$ cat config.mk
export PLATFORM = sky130hd
export DESIGN_NAME = shift_tx_controller
export DESIGN_NICKNAME = d
export VERILOG_FILES = /design/src/rtl/shift_tx_controller_pkg.sv /design/src/rtl/shift_tx_controller_bit_timer.sv /design/src/rtl/shift_tx_controller.sv
export SDC_FILE = /design/constraint.sdc
export NUM_CORES = 1
export LEC_CHECK = 0
export ABC_AREA = 1
export CORE_UTILIZATION = 49
export CTS_CLUSTER_SIZE = 16
export DETAILED_ROUTE_END_ITERATION = 6
export GPL_TIMING_DRIVEN = 0
export MAX_ROUTING_LAYER = met4
export PLACE_DENSITY = 0.8
export SYNTH_ARGS = -nofsm -noshare
export SYNTH_HDL_FRONTEND = slang
export SYNTH_SLANG_ARGS = --single-unit
export TNS_END_PERCENT = 100
$ cat constraint.sdc
create_clock -name i_clock -period 4.05 [get_ports i_clock]
set_clock_uncertainty 0.15 [all_clocks]
set_input_delay 0.405 -clock i_clock [delete_from_list [all_inputs] [get_ports i_clock]]
set_output_delay 0.405 -clock i_clock [all_outputs]
set_load 0.005 [all_outputs]
$ cat src/rtl/shift_tx_controller_pkg.sv
// Shared constants and state encoding for the shift-register UART transmitter.
package shift_tx_controller_pkg;

    localparam logic [1:0] SR_HOLD = 2'b00;
    localparam logic [1:0] SR_SHL  = 2'b01;
    localparam logic [1:0] SR_SHR  = 2'b10;
    localparam logic [1:0] SR_LOAD = 2'b11;

    localparam int DATA_BITS = 8;

    typedef enum logic [2:0] {
        IDLE   = 3'd0,
        LOAD   = 3'd1,
        START  = 3'd2,
        DATA   = 3'd3,
        PARITY = 3'd4,
        STOP   = 3'd5
    } tx_state_e;

endpackage

$ cat src/rtl/shift_tx_controller_bit_timer.sv
// Per-bit cycle counter: runs 0..CLKS_PER_BIT-1 and flags the last cycle of a bit.
module shift_tx_controller_bit_timer #(
    parameter int CLKS_PER_BIT = 16,
    parameter int CNT_W        = 16
) (
    input  logic i_clock,
    input  logic i_reset,
    input  logic i_clear,
    input  logic i_enable,
    output logic o_last
);

    logic [CNT_W-1:0] r_cnt;

    assign o_last = (r_cnt == CNT_W'(CLKS_PER_BIT - 1));

    always_ff @(posedge i_clock) begin
        if (!i_reset) begin
            r_cnt <= '0;
        end else if (i_clear) begin
            r_cnt <= '0;
        end else if (i_enable) begin
            r_cnt <= o_last ? '0 : r_cnt + 1'b1;
        end
    end

endmodule

$ cat src/rtl/shift_tx_controller.sv
// Sequences an external 8-bit shift register to serialise bytes as UART frames, LSB first.
// state | meaning: IDLE wait for byte, LOAD shift register loads, START/DATA/PARITY/STOP one serial bit each
module shift_tx_controller
    import shift_tx_controller_pkg::*;
#(
    parameter int CLKS_PER_BIT = 16,
    parameter int PARITY_EN    = 0,
    parameter int CNT_W        = 16
) (
    input  logic       i_clock,
    input  logic       i_reset,
    input  logic [7:0] i_tx_data,
    input  logic       i_tx_valid,
    output logic       o_tx_ready,
    output logic [1:0] o_sr_mode,
    output logic [7:0] o_sr_data_p,
    output logic       o_sr_data_s,
    input  logic [7:0] i_sr_q,
    output logic       o_tx_line,
    output logic       o_busy
);

    localparam logic [2:0] LAST_BIT = 3'(DATA_BITS - 1);

    tx_state_e  r_state, w_state_nxt;
    logic       r_tx_line, w_tx_line_nxt;
    logic       r_tx_ready, w_tx_ready_nxt;
    logic       r_busy, w_busy_nxt;
    logic [1:0] r_sr_mode, w_sr_mode_nxt;
    logic [7:0] r_sr_data_p, w_sr_data_p_nxt;
    logic       r_parity, w_parity_nxt;
    logic [2:0] r_bit_cnt, w_bit_cnt_nxt;
    logic       w_last;
    logic       w_accept;
    logic       w_timer_clear;
    logic       w_unused_sr_q;

    assign w_accept      = i_tx_valid && r_tx_ready;
    assign w_timer_clear = (r_state == IDLE) || (r_state == LOAD);
    assign w_unused_sr_q = ^i_sr_q[7:1];

    shift_tx_controller_bit_timer #(
        .CLKS_PER_BIT (CLKS_PER_BIT),
        .CNT_W        (CNT_W)
    ) u_bit_timer (
        .i_clock  (i_clock),
        .i_reset  (i_reset),
        .i_clear  (w_timer_clear),
        .i_enable (!w_timer_clear),
        .o_last   (w_last)
    );

    always_ff @(posedge i_clock) begin
        if (!i_reset) begin
            r_state     <= IDLE;
            r_tx_line   <= 1'b1;
            r_tx_ready  <= 1'b1;
            r_busy      <= 1'b0;
            r_sr_mode   <= SR_HOLD;
            r_sr_data_p <= 8'h00;
            r_parity    <= 1'b0;
            r_bit_cnt   <= 3'd0;
        end else begin
            r_state     <= w_state_nxt;
            r_tx_line   <= w_tx_line_nxt;
            r_tx_ready  <= w_tx_ready_nxt;
            r_busy      <= w_busy_nxt;
            r_sr_mode   <= w_sr_mode_nxt;
            r_sr_data_p <= w_sr_data_p_nxt;
            r_parity    <= w_parity_nxt;
            r_bit_cnt   <= w_bit_cnt_nxt;
        end
    end

    always_comb begin
        w_state_nxt = r_state;
        unique case (r_state)
            IDLE:    if (w_accept) w_state_nxt = LOAD;
            LOAD:    w_state_nxt = START;
            START:   if (w_last) w_state_nxt = DATA;
            DATA: begin
                if (w_last && (r_bit_cnt == LAST_BIT))
                    w_state_nxt = (PARITY_EN != 0) ? PARITY : STOP;
            end
            PARITY:  if (w_last) w_state_nxt = STOP;
            STOP:    if (w_last) w_state_nxt = IDLE;
            default: w_state_nxt = IDLE;
        endcase
    end

    // Each data bit begins with a one-cycle shift-right so sr_q[0] presents the next bit in time.
    always_comb begin
        w_tx_line_nxt   = r_tx_line;
        w_tx_ready_nxt  = r_tx_ready;
        w_busy_nxt      = r_busy;
        w_sr_mode_nxt   = SR_HOLD;
        w_sr_data_p_nxt = r_sr_data_p;
        w_parity_nxt    = r_parity;
        w_bit_cnt_nxt   = r_bit_cnt;
        unique case (r_state)
            IDLE: begin
                w_tx_line_nxt = 1'b1;
                if (w_accept) begin
                    w_sr_data_p_nxt = i_tx_data;
                    w_sr_mode_nxt   = SR_LOAD;
                    w_tx_ready_nxt  = 1'b0;
                    w_busy_nxt      = 1'b1;
                    w_parity_nxt    = ^i_tx_data;
                    w_bit_cnt_nxt   = 3'd0;
                end
            end
            LOAD: w_tx_line_nxt = 1'b0;
            START: begin
                if (w_last) begin
                    w_tx_line_nxt = i_sr_q[0];
                    w_sr_mode_nxt = SR_SHR;
                end
            end
            DATA: begin
                if (w_last) begin
                    if (r_bit_cnt == LAST_BIT) begin
                        w_tx_line_nxt = (PARITY_EN != 0) ? r_parity : 1'b1;
                    end else begin
                        w_tx_line_nxt = i_sr_q[0];
                        w_sr_mode_nxt = SR_SHR;
                        w_bit_cnt_nxt = r_bit_cnt + 3'd1;
                    end
                end
            end
            PARITY: if (w_last) w_tx_line_nxt = 1'b1;
            STOP: begin
                if (w_last) begin
                    w_tx_line_nxt  = 1'b1;
                    w_tx_ready_nxt = 1'b1;
                    w_busy_nxt     = 1'b0;
                end
            end
            default: begin
                w_tx_line_nxt  = 1'b1;
                w_tx_ready_nxt = 1'b1;
                w_busy_nxt     = 1'b0;
            end
        endcase
    end

    assign o_tx_line   = r_tx_line;
    assign o_tx_ready  = r_tx_ready;
    assign o_busy      = r_busy;
    assign o_sr_mode   = r_sr_mode;
    assign o_sr_data_p = r_sr_data_p;
    assign o_sr_data_s = 1'b1;

endmodule

**Run 1: M1 wires**

The bar under the picture is 20 um long. Supply wires on this layer in grey.
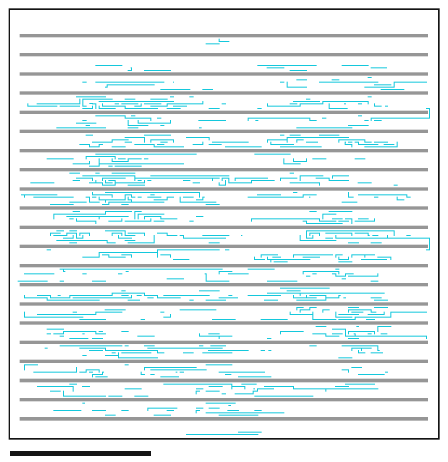
The wires run mostly horizontal. The longest straight run is 23.0 um. The layer holds 48% of the routed length. The layer carries 1470 um of wire.

**Run 1: signal wires on met2**

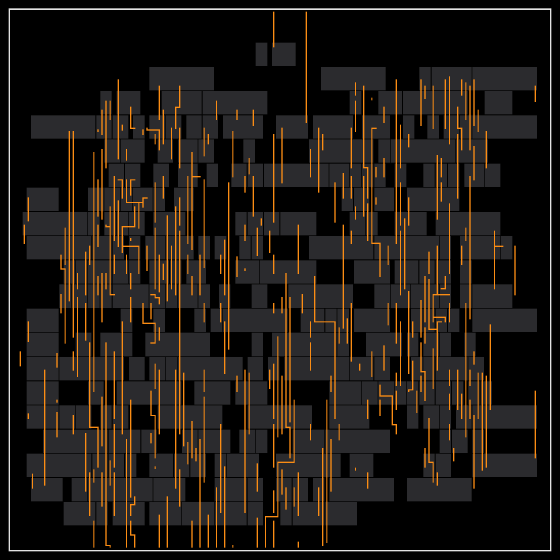
206 nets have wire on it. The layer carries 1420 um of wire. The wires run mostly vertical. The layer holds 46% of the routed length.

**Run 1: M3 wires**

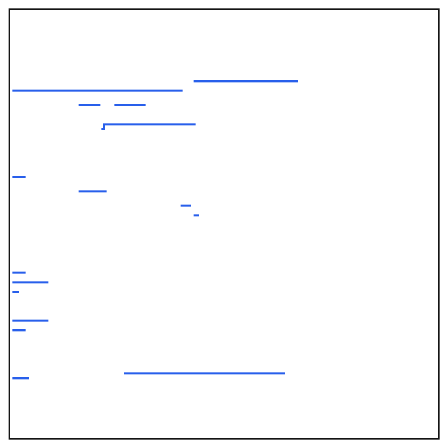
The layer holds 3.4% of the routed length. 12 nets have wire on it. The layer carries 104 um of wire. The wires run mostly horizontal. The longest straight run is 23.9 um.

==> tab_implementation.tex, run 1 <==
% Auto-generated results table
\begin{tabular}{lr}
\hline
Metric & Value \\
\hline
\multicolumn{2}{l}{\textbf{Synthesis}} \\
Most frequently used cell type in the post-synthesis netlist & dfxtp\_1 \\
Register bit count reported by yosys & 35 \\
Adder Share, Synth & 2.219\% \\
Post-synthesis cell area & 0.001692 mm\^{}2 \\
Avg Synthesized Cell Area & 7.760 um\^{}2 \\
Mapped Cells & 218 \\
Simple logic cell fraction of the synthesized area & 32.84\% \\
Number of standard cells reported by yosys & 218 \\
Top cells by area, synth & dfxtp\_1, a21oi\_1, nor2\_1 \\
Dominant cell area share & 41.42\% \\
Most instantiated cells after synthesis & dfxtp\_1, nor2\_1, nand2\_1 \\
\multicolumn{2}{l}{\textbf{Clock tree}} \\
Bufs on Longest Clock Path & 2 \\
PostCTS Resize Cnt & 0 \\
Clock transition at the registers of the reported paths & 0.11 ns \\
Insertion delay to the later sink of the worst-skew pair & 0.34 ns \\
Clock tree from TritonCTS & done \\
Maximum level of the CTS H-tree & 2 \\
\multicolumn{2}{l}{\textbf{Critical path}} \\
Crit-path leading delay family & buffers and inverters \\
Path depth of the worst reg2reg path & 8 \\
Crit Path Category & reg -> out \\
Element type at the critical path end & output pin \\
Register-to-register setup slack & 2.35 ns \\
Largest stage delay on the critical path & 0.52 ns \\
Number of buffer and inverter instances along the worst setup path & 1 \\
Capture point of the critical path & o\_tx\_ready \\
Beginning of the worst register-to-register path & u\_bit\_timer.r\_cnt[0] \\
Arrival time at the worst endpoint & 1.25 ns \\
Levels on crit path & 1 \\
Endpoint of the lowest-slack register-to-register path & r\_bit\_cnt[1] \\
Critical path's slowest cell & clkdlybuf4s50\_1 \\
\multicolumn{2}{l}{\textbf{Detailed routing}} \\
Via-per-instance ratio & 4.830 \\
Wire length on met2 & 1.416 mm \\
Highest layer used for signal routing & met4 \\
Routed length per placed instance & 10.36 um \\
ANT nets after route & 0 \\
First drt pass iteration count & 4 \\
Met1 routed wirelength after detailed routing & 1.470 mm \\
\multicolumn{2}{l}{\textbf{Final layout}} \\
Final Net Count & 271 \\
Largest register FFs & 16 \\
Count of clock buffers in the final design & 6 \\
Share of post-route cells with drive strength above 1 & 16.80\% \\
Proportion of cell area occupied by multi-input gates & 42.00\% \\
Bufs w/o clock & 29 \\
Finished Cell Area & 0.002041 mm\^{}2 \\
Clock Network Area Fraction & 2.636\% \\
Number of antenna cells inserted & 0 \\
Register fraction of the total cell area & 34.33\% \\
Biggest register & u\_bit\_timer.r\_cnt \\
Highest-count logic cell in the final layout & dfxtp\_1 \\
Non-filler instance count after layout & 294 \\
\multicolumn{2}{l}{\textbf{Power}} \\
Total internal power & 0.0006918 W \\
Net Switching & 0.0004175 W \\
Power attributed to sequential cells & 0.000464 W \\
Power share of the clock group & 16.8\% \\
Total clock network power & 0.000186 W \\
Total power & 0.001109 W \\
Switching power share of the total & 37.64\% \\
Worst voltage drop across the vdd grid & 0.0004185 V \\
\multicolumn{2}{l}{\textbf{Outcome}} \\
Run status & finished, final reports clean \\
\multicolumn{2}{l}{\textbf{STA}} \\
Max Clock Freq & 0.5539 GHz \\
Final setup violation count & 0 \\
Unrepaired setup endpoints after global routing & false \\
Count of final max-slew check failures & 0 \\
\multicolumn{2}{l}{\textbf{GRT}} \\
GR Layer Usage met3 & 7.036\% \\
Fraction of met2 tracks used by global routing & 33.75\% \\
Initial antenna violation count & 0 \\
Vias in the first global route & 1307 \\
Grt met1 use & 24.24\% \\
Largest net degree at the start of global routing & 12 \\
Total Routing Usage GR & 21.12\% \\
Remaining global-route overflow & 0 \\
\multicolumn{2}{l}{\textbf{Min path}} \\
Startpoint of the worst hold path & u\_bit\_timer.r\_cnt[0] \\
Cell depth of the worst hold path & 1 \\
\multicolumn{2}{l}{\textbf{Floorplanning}} \\
Number of rows created at floorplan & 20 \\
Tap Count & 44 \\
Vertical die size & 60.76 um \\
Area of the core & 0.003153 mm\^{}2 \\
FP Util & 53.65\% \\
\multicolumn{2}{l}{\textbf{Job}} \\
Number of warning messages in the logs & 33 \\
Tally of max-capacitance violations & 0 \\
\multicolumn{2}{l}{\textbf{Placement}} \\
Buffers on Ports & 24 \\
Placement-stage worst setup slack & 2.289 ns \\
Half-perimeter wire length of the detailed placement result & 2.303 mm \\
\hline
\end{tabular}
==> inputs of run 2 (changes only) <==
--- a/config.mk
+++ b/config.mk
@@ -6,12 +6,12 @@
 export NUM_CORES = 1
 export LEC_CHECK = 0
 export ABC_AREA = 1
-export CORE_UTILIZATION = 49
+export CORE_UTILIZATION = 46
 export CTS_CLUSTER_SIZE = 16
 export DETAILED_ROUTE_END_ITERATION = 6
 export GPL_TIMING_DRIVEN = 0
 export MAX_ROUTING_LAYER = met4
-export PLACE_DENSITY = 0.8
+export PLACE_DENSITY = 0.79
 export SYNTH_ARGS = -nofsm -noshare
 export SYNTH_HDL_FRONTEND = slang
 export SYNTH_SLANG_ARGS = --single-unit
==> constraint.sdc (replaced) <==
create_clock -name i_clock -period 1.6 [get_ports i_clock]
set_clock_uncertainty 0.15 [all_clocks]
set_input_delay 0.16 -clock i_clock [delete_from_list [all_inputs] [get_ports i_clock]]
set_output_delay 0.16 -clock i_clock [all_outputs]
set_load 0.005 [all_outputs]
==> run 2 against run 1 <==
- clock power increased to 3.3 times the previous value
- wire length is 19% higher
- die area increased by 6.3%
- synthesized cell count unchanged
- sequential power rose to 2.6 times the previous value
- combinational power increased to 2.9 times the previous value
- non-clock buffer count up 1
- critical endpoint is now r_state[1]
==> tab_implementation.tex, run 2 <==
% Auto-generated results table
\begin{tabular}{lr}
\hline
Metric & Value \\
\hline
\multicolumn{2}{l}{\textbf{GRT}} \\
Vias in the first global route & 1422 \\
Grt met1 use & 22.25\% \\
Fraction of met2 tracks used by global routing & 33.42\% \\
Largest net degree at the start of global routing & 11 \\
Remaining global-route overflow & 0 \\
Total Routing Usage GR & 20.61\% \\
Initial antenna violation count & 0 \\
\multicolumn{2}{l}{\textbf{Placement}} \\
Buffers on Ports & 24 \\
Half-perimeter wire length of the detailed placement result & 2.385 mm \\
Placement-stage worst setup slack & -0.1190 ns \\
\multicolumn{2}{l}{\textbf{Critical path}} \\
Element type at the critical path end & register \\
Crit Path Category & reg -> reg \\
Register-to-register setup slack & 0.05 ns \\
Arrival time at the worst endpoint & 1.58 ns \\
Levels on crit path & 8 \\
Critical path's slowest cell & dfxtp\_4 \\
Path depth of the worst reg2reg path & 8 \\
Endpoint of the lowest-slack register-to-register path & r\_state[1] \\
Crit-path leading delay family & simple AND/OR/NAND/NOR gates \\
Beginning of the worst register-to-register path & u\_bit\_timer.r\_cnt[0] \\
Largest stage delay on the critical path & 0.37 ns \\
Number of buffer and inverter instances along the worst setup path & 0 \\
Capture point of the critical path & r\_state[1] \\
Worst setup path startpoint & u\_bit\_timer.r\_cnt[0] \\
\multicolumn{2}{l}{\textbf{Job}} \\
Tally of max-capacitance violations & 0 \\
Number of warning messages in the logs & 34 \\
\multicolumn{2}{l}{\textbf{Final layout}} \\
Number of antenna cells inserted & 0 \\
Highest-count logic cell in the final layout & nor2\_1 \\
Biggest register & u\_bit\_timer.r\_cnt \\
Register fraction of the total cell area & 32.31\% \\
Finished Cell Area & 0.002207 mm\^{}2 \\
Proportion of cell area occupied by multi-input gates & 43.99\% \\
Clock Network Area Fraction & 3.685\% \\
Share of post-route cells with drive strength above 1 & 24.70\% \\
Largest register FFs & 16 \\
Count of clock buffers in the final design & 7 \\
Non-filler instance count after layout & 297 \\
Num sequential & 35 \\
\multicolumn{2}{l}{\textbf{Clock tree}} \\
PostCTS Resize Cnt & 7 \\
Total clock buffers created by CTS & 5 \\
Bufs on Longest Clock Path & 2 \\
Insertion delay to the later sink of the worst-skew pair & 0.29 ns \\
Clock transition at the registers of the reported paths & 0.07 ns \\
Clock tree from TritonCTS & done \\
Maximum level of the CTS H-tree & 2 \\
\multicolumn{2}{l}{\textbf{Detailed routing}} \\
ANT nets after route & 0 \\
Via-per-instance ratio & 5.084 \\
First drt pass iteration count & 4 \\
Met1 routed wirelength after detailed routing & 1.515 mm \\
Wire length on met2 & 1.840 mm \\
\multicolumn{2}{l}{\textbf{Floorplanning}} \\
FP Util & 49.15\% \\
Number of rows created at floorplan & 21 \\
Tap Count & 46 \\
Area of the core & 0.003442 mm\^{}2 \\
Vertical die size & 62.64 um \\
Chip area & 0.003924 mm\^{}2 \\
\multicolumn{2}{l}{\textbf{STA}} \\
Count of final max-slew check failures & 0 \\
Max Clock Freq & 0.6447 GHz \\
Final setup violation count & 0 \\
Unrepaired setup endpoints after global routing & true \\
\multicolumn{2}{l}{\textbf{Synthesis}} \\
Number of standard cells reported by yosys & 218 \\
Simple logic cell fraction of the synthesized area & 32.84\% \\
Avg Synthesized Cell Area & 7.760 um\^{}2 \\
Register bit count reported by yosys & 35 \\
Most frequently used cell type in the post-synthesis netlist & dfxtp\_1 \\
Top cells by area, synth & dfxtp\_1, a21oi\_1, nor2\_1 \\
Mapped Cells & 218 \\
Adder Share, Synth & 2.219\% \\
Most instantiated cells after synthesis & dfxtp\_1, nor2\_1, nand2\_1 \\
Post-synthesis cell area & 0.001692 mm\^{}2 \\
\multicolumn{2}{l}{\textbf{Min path}} \\
Cell depth of the worst hold path & 2 \\
Startpoint of the worst hold path & o\_sr\_data\_p[2] \\
\multicolumn{2}{l}{\textbf{Power}} \\
Logic pwr share & 42.6\% \\
Worst voltage drop across the vdd grid & 0.0009926 V \\
Power share of the clock group & 19.7\% \\
Power attributed to sequential cells & 0.00120 W \\
Total clock network power & 0.000623 W \\
Total internal power & 0.001969 W \\
Switching power share of the total & 37.84\% \\
Net Switching & 0.001199 W \\
\multicolumn{2}{l}{\textbf{Outcome}} \\
Run status & finished, final reports clean \\
\hline
\end{tabular}
**Run 2: track usage over the die**

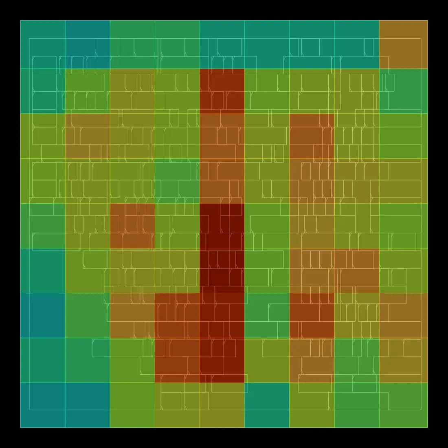
routed length per placed instance: 12.16 um
utilization of the core after routing: 64.12%
GR Layer Usage met3: 7.482%
busiest layer in global routing: met2

**Run 2: wiring heat map**

13 x 13 tiles, from dark blue (low) to red (high), scaled to the fullest tile. Values are wire area over tile area, all layers added.
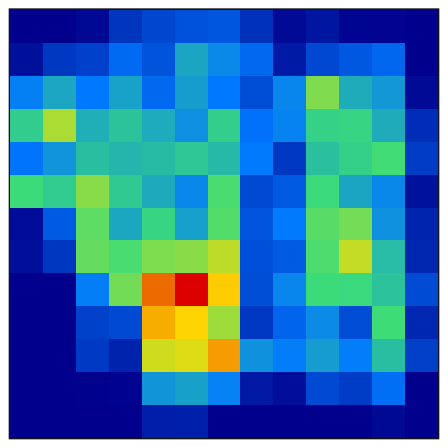
The emptiest ninth of the die: south-west. The mean over all tiles is 0.15. 16% of the tiles are over half the peak.

No activity file was given, so power comes from the tool's default toggle rates.
